File: config.mk
export PLATFORM = sky130hd
export DESIGN_NAME = im_port_arbiter_flat
export DESIGN_NICKNAME = d
export VERILOG_FILES = /design/src/rtl/im_port_arbiter_pkg.sv /design/src/rtl/im_port_arbiter_if.sv /design/src/rtl/im_port_arbiter_wait_ctr.sv /design/src/rtl/im_port_arbiter.sv /design/src/flat_wrapper.sv
export SDC_FILE = /design/constraint.sdc
export NUM_CORES = 1
export LEC_CHECK = 0
export CAP_MARGIN = 20
export CORE_AREA = 2 2 80 82
export CTS_CLUSTER_DIAMETER = 40
export DETAILED_ROUTE_END_ITERATION = 10
export DIE_AREA = 0 0 82 84
export MAX_ROUTING_LAYER = met4
export PLACE_DENSITY = 0.77
export SETUP_SLACK_MARGIN = 0.15
export SYNTH_ARGS = -nofsm -noshare
export SYNTH_HDL_FRONTEND = slang
export SYNTH_SLANG_ARGS = --single-unit
File: constraint.sdc
create_clock -name clk -period 2.9 [get_ports clk]
set_input_delay 0.58 -clock clk [delete_from_list [all_inputs] [get_ports clk]]
set_output_delay 0.58 -clock clk [all_outputs]
set_load 0.1 [all_outputs]
File: src/rtl/im_port_arbiter_pkg.sv
// rtl/im_port_arbiter_pkg.sv - shared types and default sizes for the IM port arbiter
package im_arb_pkg;

  localparam int DEF_DATA_W   = 32;
  localparam int DEF_ADDR_W   = 10;

  localparam int DEF_MAX_WAIT = 4;
  localparam int WAIT_W       = 4;

  typedef enum logic {BOOT, RUN} arb_state_t;
  typedef enum logic [1:0] {NONE, IF, LD} rd_owner_t;

endpackage

File: src/rtl/im_port_arbiter_if.sv
// rtl/im_port_arbiter_if.sv - requester and IM-side signals of the arbiter
// ld_err exists only when IM_WRITE_PROTECT_EN is defined.
interface im_port_arbiter_if
  import im_arb_pkg::*;
#(
  parameter int ADDR_W = DEF_ADDR_W,
  parameter int DATA_W = DEF_DATA_W
);
  logic              if_req;
  logic [ADDR_W-1:0] if_addr;
  logic              if_gnt;
  logic              if_rvalid;
  logic [DATA_W-1:0] if_rdata;
  logic              ld_req;
  logic              ld_we;
  logic [ADDR_W-1:0] ld_addr;
  logic [DATA_W-1:0] ld_wdata;
  logic              ld_done;
  logic              ld_gnt;
  logic              ld_rvalid;
  logic [DATA_W-1:0] ld_rdata;
  logic              cpu_hold;
  logic              IM_enable;
  logic              IM_write;
  logic [ADDR_W-1:0] IM_address;
  logic [DATA_W-1:0] IM_in;
  logic [DATA_W-1:0] IM_out;
`ifdef IM_WRITE_PROTECT_EN
  logic              ld_err;
`endif

  // slave is the arbiter's view; master is the requester/IM side
  modport slave (
`ifdef IM_WRITE_PROTECT_EN
    output ld_err,
`endif
    input  if_req, if_addr, ld_req, ld_we, ld_addr, ld_wdata, ld_done, IM_out,
    output if_gnt, if_rvalid, if_rdata, ld_gnt, ld_rvalid, ld_rdata, cpu_hold,
    output IM_enable, IM_write, IM_address, IM_in
  );

  modport master (
`ifdef IM_WRITE_PROTECT_EN
    input  ld_err,
`endif
    output if_req, if_addr, ld_req, ld_we, ld_addr, ld_wdata, ld_done, IM_out,
    input  if_gnt, if_rvalid, if_rdata, ld_gnt, ld_rvalid, ld_rdata, cpu_hold,
    input  IM_enable, IM_write, IM_address, IM_in
  );
endinterface

File: src/rtl/im_port_arbiter_wait_ctr.sv
// rtl/im_port_arbiter_wait_ctr.sv - saturating count of consecutive denied loader cycles
module im_arb_wait_ctr
  import im_arb_pkg::*;
#(
  parameter int MAX_WAIT = DEF_MAX_WAIT
) (
  input  logic clk,
  input  logic rst,
  input  logic inc,
  input  logic clr,
  output logic expired
);
  localparam logic [WAIT_W-1:0] MAX_CNT = WAIT_W'(MAX_WAIT);

  logic [WAIT_W-1:0] r_cnt;

  always_ff @(posedge clk) begin
    if (!rst) begin
      r_cnt <= '0;
    end else if (clr) begin
      r_cnt <= '0;
    end else if (inc && (r_cnt != MAX_CNT)) begin
      r_cnt <= r_cnt + 1'b1;
    end
  end

  assign expired = (r_cnt == MAX_CNT);
endmodule

File: src/rtl/im_port_arbiter.sv
// rtl/im_port_arbiter.sv - BOOT/RUN arbiter sharing the instruction memory between fetch and loader
// Optional IM_WRITE_PROTECT_EN rejects loader writes in RUN and flags them on ld_err.
module im_port_arbiter
  import im_arb_pkg::*;
#(
  parameter int ADDR_W   = DEF_ADDR_W,
  parameter int DATA_W   = DEF_DATA_W,
  parameter int MAX_WAIT = DEF_MAX_WAIT
) (
  input logic clk,
  input logic rst,
  im_port_arbiter_if.slave bus
);
  arb_state_t        r_state, w_state_next;
  rd_owner_t         r_rd_owner, w_rd_owner_next;
  logic              w_if_gnt, w_ld_gnt, w_reject, w_expired;
  logic              w_im_enable, w_im_write;
  logic [ADDR_W-1:0] w_im_address;
  logic [DATA_W-1:0] w_im_in;

  always_ff @(posedge clk) begin
    if (!rst) begin
      r_state    <= BOOT;
      r_rd_owner <= NONE;
    end else begin
      r_state    <= w_state_next;
      r_rd_owner <= w_rd_owner_next;
    end
  end

  always_comb begin
    w_state_next = r_state;
    w_if_gnt     = 1'b0;
    w_ld_gnt     = 1'b0;
    case (r_state)
      BOOT: begin
        w_ld_gnt = bus.ld_req;
        if (bus.ld_done) w_state_next = RUN;
      end
      RUN: begin
        if (bus.ld_req && w_expired) w_ld_gnt = 1'b1;
        else if (bus.if_req)         w_if_gnt = 1'b1;
        else if (bus.ld_req)         w_ld_gnt = 1'b1;
      end
    endcase
  end

  im_arb_wait_ctr #(.MAX_WAIT(MAX_WAIT)) u_wait (
    .clk     (clk),
    .rst     (rst),
    .inc     ((r_state == RUN) && bus.ld_req && !w_ld_gnt),
    .clr     (w_ld_gnt || !bus.ld_req),
    .expired (w_expired)
  );

`ifdef IM_WRITE_PROTECT_EN
  logic r_ld_err;

  // a rejected write is still granted so the loader retires it, but never reaches the IM
  assign w_reject = w_ld_gnt && bus.ld_we && (r_state == RUN);

  always_ff @(posedge clk) begin
    if (!rst) r_ld_err <= 1'b0;
    else      r_ld_err <= w_reject;
  end

  assign bus.ld_err = r_ld_err;
`else
  assign w_reject = 1'b0;
`endif

  always_comb begin
    w_im_enable     = 1'b0;
    w_im_write      = 1'b0;
    w_im_address    = '0;
    w_im_in         = '0;
    w_rd_owner_next = NONE;
    if (w_if_gnt) begin
      w_im_enable     = 1'b1;
      w_im_address    = bus.if_addr;
      w_rd_owner_next = IF;
    end else if (w_ld_gnt && !w_reject) begin
      w_im_enable  = 1'b1;
      w_im_write   = bus.ld_we;
      w_im_address = bus.ld_addr;
      w_im_in      = bus.ld_wdata;
      if (!bus.ld_we) w_rd_owner_next = LD;
    end
  end

  assign bus.if_gnt     = w_if_gnt;
  assign bus.ld_gnt     = w_ld_gnt;
  assign bus.IM_enable  = w_im_enable;
  assign bus.IM_write   = w_im_write;
  assign bus.IM_address = w_im_address;
  assign bus.IM_in      = w_im_in;
  assign bus.cpu_hold   = (r_state == BOOT);

  // gating with rst drops a pending return as soon as reset is asserted
  assign bus.if_rvalid = rst && (r_rd_owner == IF);
  assign bus.ld_rvalid = rst && (r_rd_owner == LD);
  assign bus.if_rdata  = bus.if_rvalid ? bus.IM_out : '0;
  assign bus.ld_rdata  = bus.ld_rvalid ? bus.IM_out : '0;
endmodule

File: src/flat_wrapper.sv
// flat-port wrapper written by rule: the top's interface ports become plain ports
module im_port_arbiter_flat import im_arb_pkg::*;
#(
  parameter int ADDR_W   = DEF_ADDR_W,
  parameter int DATA_W   = DEF_DATA_W,
  parameter int MAX_WAIT = DEF_MAX_WAIT
)
  (clk, rst, bus_if_req, bus_if_addr, bus_ld_req, bus_ld_we, bus_ld_addr, bus_ld_wdata, bus_ld_done, bus_IM_out, bus_if_gnt, bus_if_rvalid, bus_if_rdata, bus_ld_gnt, bus_ld_rvalid, bus_ld_rdata, bus_cpu_hold, bus_IM_enable, bus_IM_write, bus_IM_address, bus_IM_in);
  im_port_arbiter_if #(.ADDR_W(ADDR_W), .DATA_W(DATA_W)) bus_i ();
  input logic clk;
  input logic rst;
  input wire logic [$bits(bus_i.if_req)-1:0] bus_if_req;
  input wire logic [$bits(bus_i.if_addr)-1:0] bus_if_addr;
  input wire logic [$bits(bus_i.ld_req)-1:0] bus_ld_req;
  input wire logic [$bits(bus_i.ld_we)-1:0] bus_ld_we;
  input wire logic [$bits(bus_i.ld_addr)-1:0] bus_ld_addr;
  input wire logic [$bits(bus_i.ld_wdata)-1:0] bus_ld_wdata;
  input wire logic [$bits(bus_i.ld_done)-1:0] bus_ld_done;
  input wire logic [$bits(bus_i.IM_out)-1:0] bus_IM_out;
  output wire logic [$bits(bus_i.if_gnt)-1:0] bus_if_gnt;
  output wire logic [$bits(bus_i.if_rvalid)-1:0] bus_if_rvalid;
  output wire logic [$bits(bus_i.if_rdata)-1:0] bus_if_rdata;
  output wire logic [$bits(bus_i.ld_gnt)-1:0] bus_ld_gnt;
  output wire logic [$bits(bus_i.ld_rvalid)-1:0] bus_ld_rvalid;
  output wire logic [$bits(bus_i.ld_rdata)-1:0] bus_ld_rdata;
  output wire logic [$bits(bus_i.cpu_hold)-1:0] bus_cpu_hold;
  output wire logic [$bits(bus_i.IM_enable)-1:0] bus_IM_enable;
  output wire logic [$bits(bus_i.IM_write)-1:0] bus_IM_write;
  output wire logic [$bits(bus_i.IM_address)-1:0] bus_IM_address;
  output wire logic [$bits(bus_i.IM_in)-1:0] bus_IM_in;
  assign bus_i.if_req = bus_if_req;
  assign bus_i.if_addr = bus_if_addr;
  assign bus_i.ld_req = bus_ld_req;
  assign bus_i.ld_we = bus_ld_we;
  assign bus_i.ld_addr = bus_ld_addr;
  assign bus_i.ld_wdata = bus_ld_wdata;
  assign bus_i.ld_done = bus_ld_done;
  assign bus_i.IM_out = bus_IM_out;
  assign bus_if_gnt = bus_i.if_gnt;
  assign bus_if_rvalid = bus_i.if_rvalid;
  assign bus_if_rdata = bus_i.if_rdata;
  assign bus_ld_gnt = bus_i.ld_gnt;
  assign bus_ld_rvalid = bus_i.ld_rvalid;
  assign bus_ld_rdata = bus_i.ld_rdata;
  assign bus_cpu_hold = bus_i.cpu_hold;
  assign bus_IM_enable = bus_i.IM_enable;
  assign bus_IM_write = bus_i.IM_write;
  assign bus_IM_address = bus_i.IM_address;
  assign bus_IM_in = bus_i.IM_in;
  im_port_arbiter #(.ADDR_W(ADDR_W), .DATA_W(DATA_W), .MAX_WAIT(MAX_WAIT)) u_core (.clk(clk), .rst(rst), .bus(bus_i));
endmodule
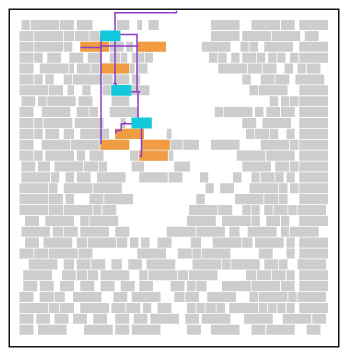
Figure 1: run 1, clock network drawn from the DEF.
Scale: 4 px per µm.
[purple] clock wires | length: 135 µm
[orange] flip-flops | count: 7
[cyan] clock drivers | count: 3
routed clock nets: 4

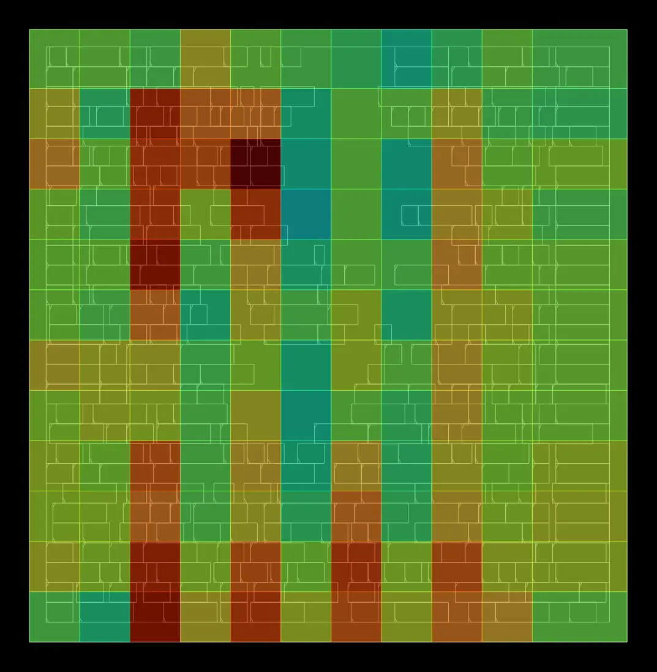
Figure 2: run 1, routing congestion.
met1 GRT Util: 19.3%
share of the core filled with cells in the final layout: 71.6%

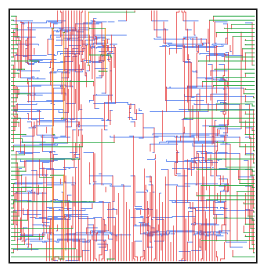
Figure 3: run 1, metal layers overlaid.
Scale: 3 px per µm.
| color | layer | wire length |
|---|---|---|
| orange | metal 4 | 151 µm |
| red | metal 2 | 3860 µm |
| green | metal 3 | 851 µm |
| blue | metal 1 | 2130 µm |

==> run 1: per-layer routing <==
metal	up-vias	wire, µm
li1	883	-
met1	788	2130
met2	137	3860
met3	12	850
met4	0	150
met5	-	0
==> run 1: power groups by stage <==
stage,registers [W],clock network (W),logic (W)
4_1_cts,0.000101,0.000138,0.000852
5_1_grt,0.000101,0.000148,0.000873
6_report,0.000101,0.000140,0.000848
3_5_place_dp,0.000103,0,0.000850
3_3_place_gp,0.000102,0,0.000846
2_1_floorplan,0.000102,0,0.000465
==> run 1: final cells by class <==
| class | instances | share of cell area [%] |
|---|---|---|
| Timing Repair Buffer | 206 | 72.9 |
| Inverter | 3 | 0.258 |
| Sequential cell | 7 | 3.21 |
| Clock buffer | 4 | 1.03 |
| Tap cell | 77 | 2.21 |
| Multi-Input combinational cell | 131 | 20.3 |
==> run 1: cells by family after synthesis <==
family | Yosys count | share of synthesized area (%)
simple gates | 114 | 66.4
buf+inv | 15 | 6.57
compound gates | 14 | 10.6
flops | 7 | 13.1
fa+ha+maj | 2 | 2.35
mux | 1 | 0.939
==> run 1: per-stage QoR <==
stage,instance area [µm²],setup slack (ns)
final,4360,0.285
after global routing,4360,0.143
after global placement,4310,0.252
after floorplan,1100,0.126
after detailed placement,4310,0.230
after CTS,4350,0.228
==> run 1: worst max-delay path, stage by stage <==
cell and delay, ns:
clkdlybuf4s50_1 0.48, nand2_1 0.09, o21a_1 0.21, buf_6 0.19, a22o_2 0.31, buf_12 0.17
==> run 1: final timing paths <==
kind,start,end,slack [ns],cells after the start
setup / recovery,bus_if_req,bus_IM_address[7],0.29,6
hold / removal,u_core.u_wait.r_cnt[2]$_SDFFE_PP0P_,u_core.u_wait.r_cnt[2]$_SDFFE_PP0P_,0.52,2
setup reg to reg,u_core.u_wait.r_cnt[0]$_SDFFE_PP0P_,u_core.r_rd_owner[1]$_SDFF_PP0_,1.28,6
hold reg to reg,u_core.u_wait.r_cnt[2]$_SDFFE_PP0P_,u_core.u_wait.r_cnt[2]$_SDFFE_PP0P_,0.52,2
==> run 1: layout by cell type, fill, tap and decap left out <==
cell type        count
a21oi_1              2
clkdlybuf4s50_1     89
nand2b_1             3
dfxtp_1              7
and3b_1              3
o21a_1               2
a22o_1               2
and2_1              81
nor2_1               3
mux2i_1              1
buf_12             112
clkbuf_1             1
ha_1                 2
buf_4                2
nand3_1              1
a22o_2               8
nand4_1              1
nand2_1              2
inv_1                3
nor3_1               1
buf_6                3
nor3b_1              1
clkbuf_8             3
nand3b_1             1
and2_2              17
==> run 1: flip-flops by register name (all words and copies together) (netlist names) <==
signal	count
u_core.r_state	1
u_core.r_rd_owner	2
u_core.u_wait.r_cnt	4
==> run 1: what timing repair did <==
item / CTS / global route
resized: 0 / 3
endpoints found under the setup margin: 0 / 23
endpoints found under the hold margin: 0 / 0
==> run_summary.xml, run 1 <==
<?xml version="1.0" encoding="UTF-8"?>
<metrics>
  <group name="run_status">
    <metric name="run_status" unit="">finished clean</metric>
  </group>
  <group name="run">
    <metric name="warning_count" unit="">29</metric>
  </group>
  <group name="grt">
    <metric name="globalRouteMet2Util" unit="%">39.0</metric>
    <metric name="initial_antenna_violation_count" unit="">0</metric>
    <metric name="grt_pass1_vias" unit="">1985</metric>
    <metric name="grt_first_pass_wirelength" unit="µm">10500</metric>
    <metric name="globalRouteTotalUtil" unit="%">20.8</metric>
  </group>
  <group name="clock_tree">
    <metric name="clk_transition_reported_paths" unit="ns">0.04</metric>
    <metric name="clk-insertion-delay-late" unit="ns">0.23</metric>
    <metric name="tritoncts.num_buffers" unit="">3</metric>
    <metric name="clock-sinks" unit="">7</metric>
  </group>
  <group name="pwr">
    <metric name="p_int" unit="W">0.000536</metric>
    <metric name="power_switching" unit="W">0.000552</metric>
    <metric name="power.static_leakage" unit="nW">1.82</metric>
  </group>
  <group name="die">
    <metric name="chipArea" unit="µm²">6890</metric>
  </group>
  <group name="logic_synthesis">
    <metric name="netlist_instances" unit="">153</metric>
    <metric name="chip_area_yosys" unit="µm²">1070</metric>
    <metric name="mappedNetlistArea" unit="µm²">1070</metric>
    <metric name="synth_async_sr_flop_share" unit="%">0</metric>
    <metric name="edf_count" unit="">0</metric>
    <metric name="synth.yosys.num_cells" unit="">153</metric>
    <metric name="synth_area_leader_cell" unit="">and2_1</metric>
    <metric name="postSynthSeqShare" unit="%">13.1</metric>
  </group>
  <group name="cells_and_area">
    <metric name="antenna_cells" unit="">0</metric>
    <metric name="layout-area-overhead-vs-synth" unit="%">309</metric>
    <metric name="fill_cells" unit="">411</metric>
    <metric name="net_count_reported_at_finish" unit="">444</metric>
    <metric name="finish.cell_count_without_fillers" unit="">428</metric>
  </group>
  <group name="critical_path">
    <metric name="worst-endpoint-required" unit="ns">2.32</metric>
    <metric name="critical_path_peak_fanout" unit="">45</metric>
  </group>
  <group name="sta">
    <metric name="setup-tns-final" unit="ns">0</metric>
    <metric name="slew-limit-headroom" unit="%">81.7</metric>
    <metric name="worst-slew-pin-transition" unit="ns">0.277</metric>
    <metric name="max_freq" unit="MHz">382</metric>
    <metric name="final_report_setup_violation_count" unit="">0</metric>
  </group>
  <group name="route">
    <metric name="drtAntennaViolNets" unit="">0</metric>
    <metric name="drc" unit="">0</metric>
    <metric name="routed_wl" unit="µm">7000</metric>
    <metric name="post_drt_wl_per_cell" unit="µm">16.4</metric>
  </group>
  <group name="placed_design">
    <metric name="place_congestion" unit="">0.883</metric>
    <metric name="io_buffer_count" unit="">202</metric>
  </group>
</metrics>
Figure 4. Sequential cells grouped by signal name (run 1).
Scale: 3 px per µm. Other sequential cells in the stronger gray, the rest of the logic in the fainter gray.
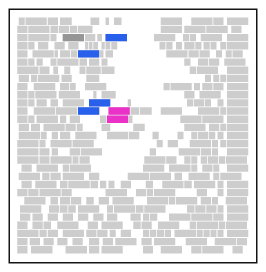

==> inputs of run 2 (changes only) <==
--- a/config.mk
+++ b/config.mk
@@ -10,6 +10,7 @@
 export CTS_CLUSTER_DIAMETER = 40
 export DETAILED_ROUTE_END_ITERATION = 10
 export DIE_AREA = 0 0 82 84
+export GPL_TIMING_DRIVEN = 0
 export MAX_ROUTING_LAYER = met4
 export PLACE_DENSITY = 0.77
 export SETUP_SLACK_MARGIN = 0.15
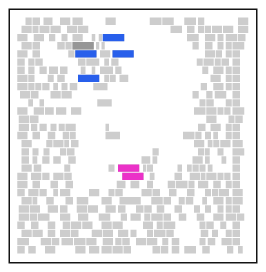
Figure 5: run 2, sequential cells grouped by signal name.
Scale: 3 px per µm. Other sequential cells in the stronger gray, the rest of the logic in the fainter gray.
| color | netlist name | flops |
|---|---|---|
| magenta | u_core.r_rd_owner | 2 |
| blue | u_core.u_wait.r_cnt | 4 |
not colored: 1

==> run_summary.xml, run 2 <==
<?xml version="1.0" encoding="UTF-8"?>
<metrics>
  <group name="sta">
    <metric name="slew-limit-headroom" unit="%">35.7</metric>
    <metric name="setup-tns-final" unit="ns">0</metric>
    <metric name="max_freq" unit="MHz">367</metric>
    <metric name="final_report_setup_violation_count" unit="">0</metric>
    <metric name="worst-slew-pin-transition" unit="ns">0.962</metric>
  </group>
  <group name="worst_hold_path">
    <metric name="min_delay_path_depth" unit="">1</metric>
    <metric name="hold_path.startpoint" unit="">u_core.u_wait.r_cnt[0]$_SDFFE_PP0P_</metric>
    <metric name="min_delay_worst_endpoint" unit="">u_core.u_wait.r_cnt[0]$_SDFFE_PP0P_</metric>
  </group>
  <group name="cells_and_area">
    <metric name="final_design_area_no_fill" unit="µm²">3070</metric>
    <metric name="finish.cell_count_without_fillers" unit="">436</metric>
    <metric name="most_flops_register" unit="">u_core.u_wait.r_cnt</metric>
    <metric name="net_count_reported_at_finish" unit="">452</metric>
    <metric name="layout_top_cells" unit="">clkdlybuf4s50_1 (89), and2_1 (81), buf_4 (76)</metric>
  </group>
  <group name="route">
    <metric name="wl_met1" unit="µm">2150</metric>
    <metric name="post_drt_wl_per_cell" unit="µm">13.9</metric>
    <metric name="routed_wl" unit="µm">6060</metric>
    <metric name="met3_length" unit="µm">701</metric>
    <metric name="drtAntennaViolNets" unit="">0</metric>
    <metric name="drc" unit="">0</metric>
    <metric name="highest-signal-layer" unit="">met4</metric>
    <metric name="met2WireLength" unit="µm">3120</metric>
  </group>
  <group name="logic_synthesis">
    <metric name="yosysMostFrequentCell" unit="">and2_1</metric>
    <metric name="netlist_instances" unit="">153</metric>
    <metric name="synth.yosys.num_cells" unit="">153</metric>
    <metric name="synth_area_leader_cell" unit="">and2_1</metric>
    <metric name="chip_area_yosys" unit="µm²">1070</metric>
    <metric name="mappedNetlistArea" unit="µm²">1070</metric>
    <metric name="edf_count" unit="">0</metric>
    <metric name="postSynthSeqShare" unit="%">13.1</metric>
  </group>
  <group name="placed_design">
    <metric name="place_congestion" unit="">0.785</metric>
    <metric name="post_dp_cell_area" unit="µm²">3220</metric>
    <metric name="io_buffer_count" unit="">202</metric>
  </group>
  <group name="critical_path">
    <metric name="r2r.worst_path.cells" unit="">7</metric>
    <metric name="setup.worst_path.start" unit="">bus_if_req</metric>
    <metric name="reg2reg_from" unit="">u_core.u_wait.r_cnt[0]$_SDFFE_PP0P_</metric>
    <metric name="worst-endpoint-required" unit="ns">2.32</metric>
    <metric name="worst-r2r-setup-slack" unit="ns">1.27</metric>
    <metric name="critical_path_peak_fanout" unit="">10</metric>
  </group>
  <group name="pwr">
    <metric name="power.static_leakage" unit="nW">1.52</metric>
    <metric name="p_int" unit="W">0.000410</metric>
  </group>
  <group name="grt">
    <metric name="grt_first_pass_wirelength" unit="µm">8670</metric>
    <metric name="globalRouteTotalUtil" unit="%">16.7</metric>
  </group>
  <group name="clock_tree">
    <metric name="clk-insertion-delay-late" unit="ns">0.22</metric>
    <metric name="clock-sinks" unit="">7</metric>
    <metric name="tritoncts.num_buffers" unit="">3</metric>
    <metric name="clk_transition_reported_paths" unit="ns">0.04</metric>
  </group>
  <group name="run_status">
    <metric name="run_status" unit="">finished clean</metric>
  </group>
  <group name="die">
    <metric name="chipArea" unit="µm²">6890</metric>
  </group>
</metrics>
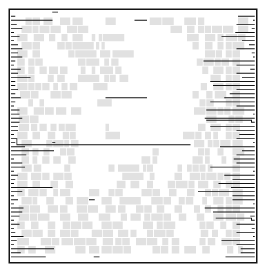
Figure 6: run 2, M3 wires.
Scale: 3 px per µm.
main direction: horizontal
share of all routed wire: 12%
wire length on this layer: 702 µm
longest straight run: 57.7 µm

[run 2: cell counts after synthesis]
Identical to the previous run, type by type.
[run 2: logic make-up (layout without fill, tap and decap cells)]
kind of cell               Yosys count  in the layout  share of synthesized area, %
DFF                                  7              7                          13.1
buffers and inverters               15            221                          6.57
AOI/OAI and AO/OA                   14             14                          10.6
muxes                                1              1                         0.939
and+or+nand+nor                    114            114                          66.4
adders and majority gates            2              2                          2.35
[run 2: worst max path at each step]
stage / to / cells after the start / slack [ns]
final: bus_IM_address[5] / 7 / 0.17
after global routing: bus_IM_address[5] / 7 / 0.12
after CTS: bus_IM_write / 7 / 0.15
after detailed placement: bus_ld_rdata[9] / 6 / -0.93
after global placement: bus_ld_rdata[9] / 6 / -0.92
after floorplan: bus_ld_rdata[22] / 4 / 0.13
[run 2: per-layer routing]
layer / GRT usage [%] / up-vias
li1: - / 902
met1: 16.6 / 766
met2: 31.6 / 126
met3: 4.11 / 6
met4: 4.09 / 0
met5: - / -
[run 2: power groups by stage]
stage	registers, W	logic [W]	clock network [W]
after floorplan	0.000102	0.000465	0
after global placement	0.000102	0.000704	0
after detailed placement	0.000102	0.000704	0
after CTS	0.000101	0.000688	0.000142
after global routing	0.000101	0.000716	0.000145
final	0.000101	0.000693	0.000137
[run 2: area by class of cell]
cell class              count  area (µm²)
clock buffers               4        45.0
flip-flops and latches      7         140
inverters                   3        11.3
repair buffers            202        1820
well taps                  77        96.3
multi-input cells         131         896
fillers                   637        3020
plain buffers              12        68.8
[run 2: repair_timing]
item,CTS,global route
hold buffers,0,0
setup endpoints to repair,112,40
resized,679,14
[run 2: worst max-delay path, stage by stage]
cell	delay [ns]
clkdlybuf4s50_1	0.50
nand2_2	0.09
o21a_1	0.19
buf_4	0.16
buf_6	0.14
a22o_2	0.26
buf_4	0.23
[run 2: per-stage QoR]
| stage | worst slack (ns) | power [W] | utilization (%) |
|---|---|---|---|
| finish | 0.174 | 0.000931 | 50.4 |
| global route | 0.122 | 0.000963 | 50.4 |
| CTS | 0.151 | 0.000931 | 49.7 |
| detailed placement | -0.926 | 0.000806 | 52.8 |
| global placement | -0.918 | 0.000806 | 52.8 |
| floorplan | 0.126 | 0.000567 | - |
Power figures rest on the tool's default switching activity, not on a simulated workload.
